==> src/rtl/decoder_pipe_if.sv <==
// Handshake bundle for decoder_pipe: request side (in_*) and decoded-result side (out_*).
// The slave modport is the decoder's view; master is the driver/consumer view.
interface decoder_pipe_if #(
  parameter int unsigned ADDR_W = 6
) ();
  localparam int unsigned OUT_W = 2 ** ADDR_W;

  logic              in_valid;
  logic              in_ready;
  logic [ADDR_W-1:0] addr;
  logic              en;
  logic              out_valid;
  logic              out_ready;
  logic [OUT_W-1:0]  onehot;
  logic [ADDR_W-1:0] out_idx;
  logic              out_zero;
  logic [7:0]        sup_cnt;

  modport slave (
    input  in_valid, addr, en, out_ready,
    output in_ready, out_valid, onehot, out_idx, out_zero, sup_cnt
  );

  modport master (
    output in_valid, addr, en, out_ready,
    input  in_ready, out_valid, onehot, out_idx, out_zero, sup_cnt
  );
endinterface

==> src/rtl/decoder_pipe.sv <==
// Address-to-onehot decoder behind a 2-entry FIFO with valid/ready handshakes on both sides.
// Outputs decode the FIFO head combinationally; sup_cnt counts accepted all-zero decodes.
module decoder_pipe #(
  parameter int unsigned ADDR_W       = 6,
  parameter int unsigned ZERO_PROTECT = 1
) (
  input logic           clk,
  input logic           rst_n,
  decoder_pipe_if.slave bus
);
  localparam int unsigned OUT_W = 2 ** ADDR_W;

  // Entry layout: {en, addr}
  typedef logic [ADDR_W:0] entry_t;

  entry_t            mem_q [2];
  entry_t            mem_d [2];
  logic              wr_ptr_q, wr_ptr_d;
  logic              rd_ptr_q, rd_ptr_d;
  logic [1:0]        count_q, count_d;
  logic              in_ready_q, in_ready_d;
  logic [7:0]        sup_cnt_q, sup_cnt_d;

  logic              push, pop, req_zero, out_valid, head_en;
  logic [ADDR_W-1:0] head_addr;
  logic [OUT_W-1:0]  onehot;

  function automatic logic decodes_zero(logic [ADDR_W-1:0] a, logic e);
    return !e || ((ZERO_PROTECT != 0) && (a == '0));
  endfunction

  always_comb begin
    out_valid = (count_q != 2'd0);
    head_addr = mem_q[rd_ptr_q][ADDR_W-1:0];
    head_en   = mem_q[rd_ptr_q][ADDR_W];
    push      = bus.in_valid & in_ready_q;
    pop       = out_valid & bus.out_ready;
    req_zero  = decodes_zero(bus.addr, bus.en);

    onehot = '0;
    if (out_valid && !decodes_zero(head_addr, head_en)) onehot[head_addr] = 1'b1;

    mem_d     = mem_q;
    wr_ptr_d  = wr_ptr_q;
    rd_ptr_d  = rd_ptr_q;
    count_d   = count_q;
    sup_cnt_d = sup_cnt_q;

    if (push) begin
      mem_d[wr_ptr_q] = {bus.en, bus.addr};
      wr_ptr_d        = ~wr_ptr_q;
    end
    if (pop) rd_ptr_d = ~rd_ptr_q;

    case ({push, pop})
      2'b10:   count_d = count_q + 2'd1;
      2'b01:   count_d = count_q - 2'd1;
      default: count_d = count_q;
    endcase

    // Registered so in_ready never depends combinationally on the inputs.
    in_ready_d = (count_d != 2'd2);

    if (push && req_zero && (sup_cnt_q != 8'hFF)) sup_cnt_d = sup_cnt_q + 8'd1;
  end

  always_ff @(posedge clk or negedge rst_n) begin
    if (!rst_n) begin
      mem_q[0]   <= '0;
      mem_q[1]   <= '0;
      wr_ptr_q   <= 1'b0;
      rd_ptr_q   <= 1'b0;
      count_q    <= 2'd0;
      in_ready_q <= 1'b0;
      sup_cnt_q  <= 8'd0;
    end else begin
      mem_q[0]   <= mem_d[0];
      mem_q[1]   <= mem_d[1];
      wr_ptr_q   <= wr_ptr_d;
      rd_ptr_q   <= rd_ptr_d;
      count_q    <= count_d;
      in_ready_q <= in_ready_d;
      sup_cnt_q  <= sup_cnt_d;
    end
  end

  assign bus.in_ready  = in_ready_q;
  assign bus.out_valid = out_valid;
  assign bus.onehot    = onehot;
  assign bus.out_idx   = out_valid ? head_addr : '0;
  assign bus.out_zero  = out_valid && (onehot == '0);
  assign bus.sup_cnt   = sup_cnt_q;

endmodule

==> src/flat_wrapper.sv <==
// flat-port wrapper written by rule: the top's interface ports become plain ports
module decoder_pipe_flat 
#(
  parameter int unsigned ADDR_W       = 6,
  parameter int unsigned ZERO_PROTECT = 1
)
  (clk, rst_n, bus_in_valid, bus_addr, bus_en, bus_out_ready, bus_in_ready, bus_out_valid, bus_onehot, bus_out_idx, bus_out_zero, bus_sup_cnt);
  decoder_pipe_if #(.ADDR_W(ADDR_W)) bus_i ();
  input logic clk;
  input logic rst_n;
  input wire logic [$bits(bus_i.in_valid)-1:0] bus_in_valid;
  input wire logic [$bits(bus_i.addr)-1:0] bus_addr;
  input wire logic [$bits(bus_i.en)-1:0] bus_en;
  input wire logic [$bits(bus_i.out_ready)-1:0] bus_out_ready;
  output wire logic [$bits(bus_i.in_ready)-1:0] bus_in_ready;
  output wire logic [$bits(bus_i.out_valid)-1:0] bus_out_valid;
  output wire logic [$bits(bus_i.onehot)-1:0] bus_onehot;
  output wire logic [$bits(bus_i.out_idx)-1:0] bus_out_idx;
  output wire logic [$bits(bus_i.out_zero)-1:0] bus_out_zero;
  output wire logic [$bits(bus_i.sup_cnt)-1:0] bus_sup_cnt;
  assign bus_i.in_valid = bus_in_valid;
  assign bus_i.addr = bus_addr;
  assign bus_i.en = bus_en;
  assign bus_i.out_ready = bus_out_ready;
  assign bus_in_ready = bus_i.in_ready;
  assign bus_out_valid = bus_i.out_valid;
  assign bus_onehot = bus_i.onehot;
  assign bus_out_idx = bus_i.out_idx;
  assign bus_out_zero = bus_i.out_zero;
  assign bus_sup_cnt = bus_i.sup_cnt;
  decoder_pipe #(.ADDR_W(ADDR_W), .ZERO_PROTECT(ZERO_PROTECT)) u_core (.clk(clk), .rst_n(rst_n), .bus(bus_i));
endmodule
==> config.mk <==
export PLATFORM = sky130hd
export DESIGN_NAME = decoder_pipe_flat
export DESIGN_NICKNAME = d
export VERILOG_FILES = /design/src/rtl/decoder_pipe_if.sv /design/src/rtl/decoder_pipe.sv /design/src/flat_wrapper.sv
export SDC_FILE = /design/constraint.sdc
export NUM_CORES = 1
export LEC_CHECK = 0
export ABC_AREA = 1
export CAP_MARGIN = 20
export CORE_MARGIN = 2
export CORE_UTILIZATION = 40
export DETAILED_ROUTE_END_ITERATION = 8
export PLACE_DENSITY_LB_ADDON = 0.12
export REMOVE_ABC_BUFFERS = 1
export SYNTH_ARGS = -nofsm -noshare
export SYNTH_HDL_FRONTEND = slang
export SYNTH_SLANG_ARGS = --single-unit
==> constraint.sdc <==
create_clock -name clk -period 2.19 [get_ports clk]
set_input_delay 0.657 -clock clk [delete_from_list [all_inputs] [get_ports clk]]
set_output_delay 0.657 -clock clk [all_outputs]
set_load 0.005 [all_outputs]
==> impl_metrics.py <==
# Metrics from the implementation run
metrics = {
    "floorplan": {
        "chipWidth_um": 70.27,
        "rows": 24,
        "boundaryPins": 92,
        "die_area_mm2": 0.004938,
        "fp_util": 0.4091,
        "die_h_um": 70.27,
        "coreArea_mm2": 0.004294,
    },
    "yosys": {
        "syn_inst": 280,
        "flop_cell": "dfrtp_1",
        "edf_count": 0,
        "ys_top_cells_by_count": "87 x nand2_1, 86 x nor2_1, 27 x dfrtp_1, 24 x inv_1, 19 x nand3_1",
        "ys_types": 22,
        "ys_area_mm2": 0.001757,
        "ys_ff": 27,
        "area_leaders": "dfrtp_1 38%, nand2_1 19%, nor2_1 18%",
        "top_cell": "nand2_1",
        "yosysTopAreaCell": "dfrtp_1",
        "async_reset_ff_frac": 1.000,
        "syn_area_mm2": 0.001757,
        "ys_cells": 280,
        "yosysWarningCount": 0,
        "top_area_frac": 0.3846,
        "synth_area_per_cell_um2": 6.274,
        "ys_seq_frac": 0.3846,
    },
    "final_timing": {
        "slew-limit-headroom": 0.6513,
        "worst_slack_ps": -401.4,
        "drv_slew": 0,
        "whs_ps": 512.3,
        "hold_viol_final": 0,
        "finalCritPeriodShare": 1.183,
        "rsz0062_at_grt": "true",
        "setup_viol": 68,
        "fin_crit_ps": 2591,
        "tightest_slew_ps": 521.5,
        "fmax_ghz": 0.3859,
    },
    "global_route": {
        "use_met2": 0.5314,
        "met3_usage": 0.05483,
        "use_met1": 0.3609,
        "gr-usage-all-layers": 0.3078,
        "grt_antenna_before_repair": 0,
        "grt_start_max_net_pins": 28,
        "grt_pass1_vias": 2501,
        "grt_overflow": 0,
        "grt_first_pass_wirelength_mm": 12.23,
        "grt-busiest-layer": "met2",
    },
    "critical_path": {
        "rr_endpoint": "u_core.bus.in_ready",
        "endpoint_kind": "output pin",
        "critPathMaxFanout": 7,
        "worstSetupStartpointType": "register",
        "r2r-start": "u_core.count_q[0]",
        "rr_worst_depth": 8,
        "crit_type": "reg2out",
        "worstPathRequired_ps": 1530,
        "r2r_slack_ps": 510,
        "timing.critical_path.from": "u_core.rd_ptr_q",
        "crit_arrival_ps": 1930,
        "crit_end": "bus_onehot[35]",
    },
    "cells_and_area": {
        "fin_util": 0.8109,
        "final_cells": 490,
        "nets": 452,
        "diodes": 0,
        "drive_gt1_frac": 0.4863,
        "nFillCells": 264,
        "syn_to_final_growth_pct": 98.22,
        "logic_area_mm2": 0.001340,
        "fin_area_mm2": 0.003482,
        "seqCellArea_um2": 676.9,
    },
    "run": {
        "maxCapViolCount": 0,
        "warnings": 27,
    },
    "clocking": {
        "ctsLongestPathBuffers": 2,
        "cts-root-buf": "clkbuf_8",
        "cts_max_level": 1,
        "clk_pin_slew_worst_paths_ps": 110,
        "cts_buffers": 3,
        "cts_tree": "yes",
    },
    "detailed_routing": {
        "detail-route-antenna-nets": 0,
        "wl_per_cell_um": 16.26,
        "initialDrtViolationCount": 162,
        "drc": 0,
        "dr_total_vias": 2556,
        "via_per_inst": 5.216,
        "first_pass_iters": 4,
        "routed_wl_mm": 7.969,
    },
    "placed_design": {
        "port_buffers": 90,
        "place_area_mm2": 0.002856,
        "dp.cells": 440,
        "dp_hpwl_mm": 4.264,
        "gp_congestion": 0.8641,
    },
    "pwr": {
        "power_density_mw_per_mm2": 1391,
        "vdd_ir_drop_max_mv": 0.8924,
        "leakage_nw": 1.827,
        "p_total_mw": 4.845,
    },
    "run_status": {
        "status": "complete, but fails checks",
        "violations": "setup timing",
    },
    "min_path": {
        "hold_class": "reg2reg",
    },
}
per-stage QoR:
| step | worst slack, ps | TNS [ps] |
|---|---|---|
| 2_1_floorplan | 290.0 | 0 |
| 3_3_place_gp | -342.8 | -19020 |
| 3_5_place_dp | -399.6 | -23080 |
| 4_1_cts | -236.6 | -10830 |
| 5_1_grt | -460.5 | -24200 |
| 6_report | -401.4 | -17680 |
report_power, final:
| group | leakage, nW | switching (mW) | internal, mW |
|---|---|---|---|
| registers | 0.338 | 0.209 | 0.706 |
| logic | 1.46 | 2.00 | 1.62 |
| clock network | 0.0261 | 0.174 | 0.134 |
worst max-delay path: stages, from the launching register on:
cell and delay, ps:
dfrtp_2 470, inv_4 120, nand2_4 60, nand2_4 100, nand2_4 70, nor2_4 170, buf_6 150, nand2_8 80
buf_6 130, nor2_1 120, buf_2 160
cell families (layout without fill, tap and decap cells):
kind of cell	after synthesis	count (layout)	share of synthesized area
other cells	1	1	0.002135
fa+ha+maj	2	2	0.01424
xor+xnor	5	5	0.02493
buf+inv	30	188	0.07549
flops	27	27	0.3846
simple gates	198	198	0.4480
compound gates	17	17	0.05057
placed cells by master, fill, tap and decap left out, drive strengths merged:
master           n
o21ai           15
clkdlybuf4s15    5
xnor2            2
nor3             1
dlygate4sd2      6
a21oi            2
clkbuf           4
dfrtp           27
xor2             3
ha               2
nor2            88
inv             26
nand3b           1
nand3           19
clkdlybuf4s50   19
nand2           87
or2              1
buf            128
nand4            1
conb             1
metal layers:
layer / part of all wire / vias to the layer above
met5: 0 / -
met4: 0.055 / 0
met3: 0.067 / 43
met2: 0.51 / 140
met1: 0.36 / 1199
li1: - / 1174
timing repair:
action                                  4_1_cts  5_1_grt
hold buffers                                  0        0
pin swaps                                    48       16
buffers inserted                             42        4
endpoints found under the setup margin       71       70
gates resized                               370       40
endpoints found under the hold margin         0        0
gates cloned                                  0        0
area by class of cell:
class                           count  area share
Multi-Input combinational cell    223      0.3848
Tap cell                           52     0.01868
Timing Repair Buffer              159      0.3579
Sequential cell                    27      0.1944
Clock buffer                        3     0.01186
Inverter                           25     0.02982
Clock inverter                      1    0.002515
sequential cells by signal, indices dropped and copies added, names as in the netlist:
| signal | count |
|---|---|
| u_core.bus.in_ready | 1 |
| u_core.wr_ptr_q | 1 |
| u_core.rd_ptr_q | 1 |
| u_core.bus.sup_cnt | 8 |
| u_core.count_q | 2 |
| u_core.mem_q | 14 |
how the worst min path moves through the flow:
| stage | start | to | depth (start not counted) |
|---|---|---|---|
| final | u_core.mem_q[6] | u_core.mem_q[6] | 2 |
| after global routing | u_core.mem_q[6] | u_core.mem_q[6] | 2 |
| after CTS | u_core.mem_q[6] | u_core.mem_q[6] | 2 |
| after detailed placement | u_core.mem_q[6] | u_core.mem_q[6] | 2 |
| after global placement | u_core.mem_q[13] | u_core.mem_q[13] | 2 |
| after floorplan | rst_n | u_core.bus.in_ready | 0 |
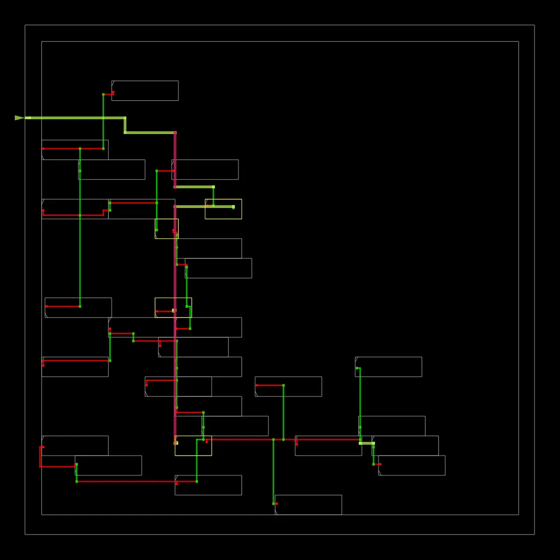
Fig. 1. Clock nets.
Clock Latency Late Sink: 290 ps
clock sink count: 27
clock buf count: 3

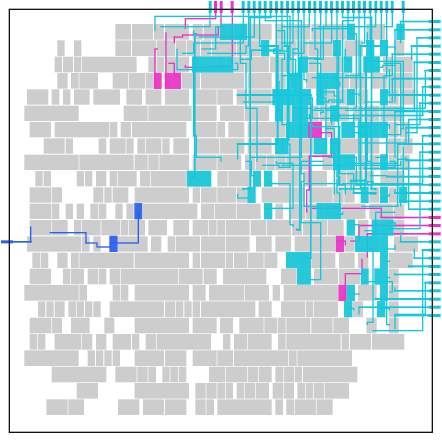
Fig. 2. Port wiring.
(6 px per µm)
Key: blue = bus_en [bits 1, direction input, edge left, end cells 2, wire 28.5 µm]; magenta = bus_out_idx [bits 6, direction output, edge 3 top, 3 right, end cells 6, wire 141 µm]; cyan = bus_onehot [bits 64, direction output, edge 34 right, 30 top, end cells 64, wire 1620 µm]

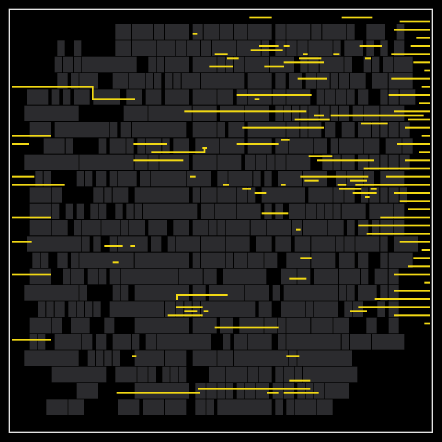
Fig. 3. M3 wires.
(6 px per µm) Cells faint in the background.
The layer holds 6.7% of the routed length. 89 nets have wire on it. The wires run mostly horizontal. The longest straight run is 20.0 µm.

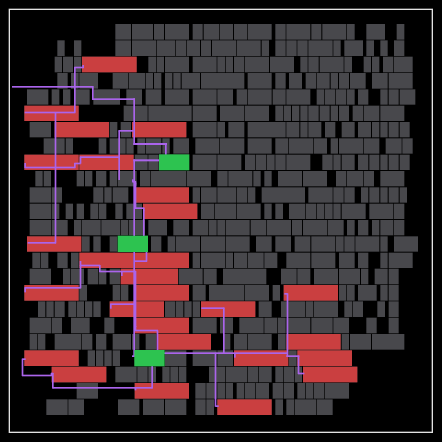
Fig. 4. Routed clock nets over the placement.
(6 px per µm)
Key: green = clock-net drivers [count 3]; red = flip-flops [count 27]; purple = clock wires [length 314 µm]
There are 4 routed clock nets.
Clock group: 0.308 mW
clk_skew: 9.773 ps
Clock Power Share: 0.064

Power is estimated from default activity; no workload was simulated.
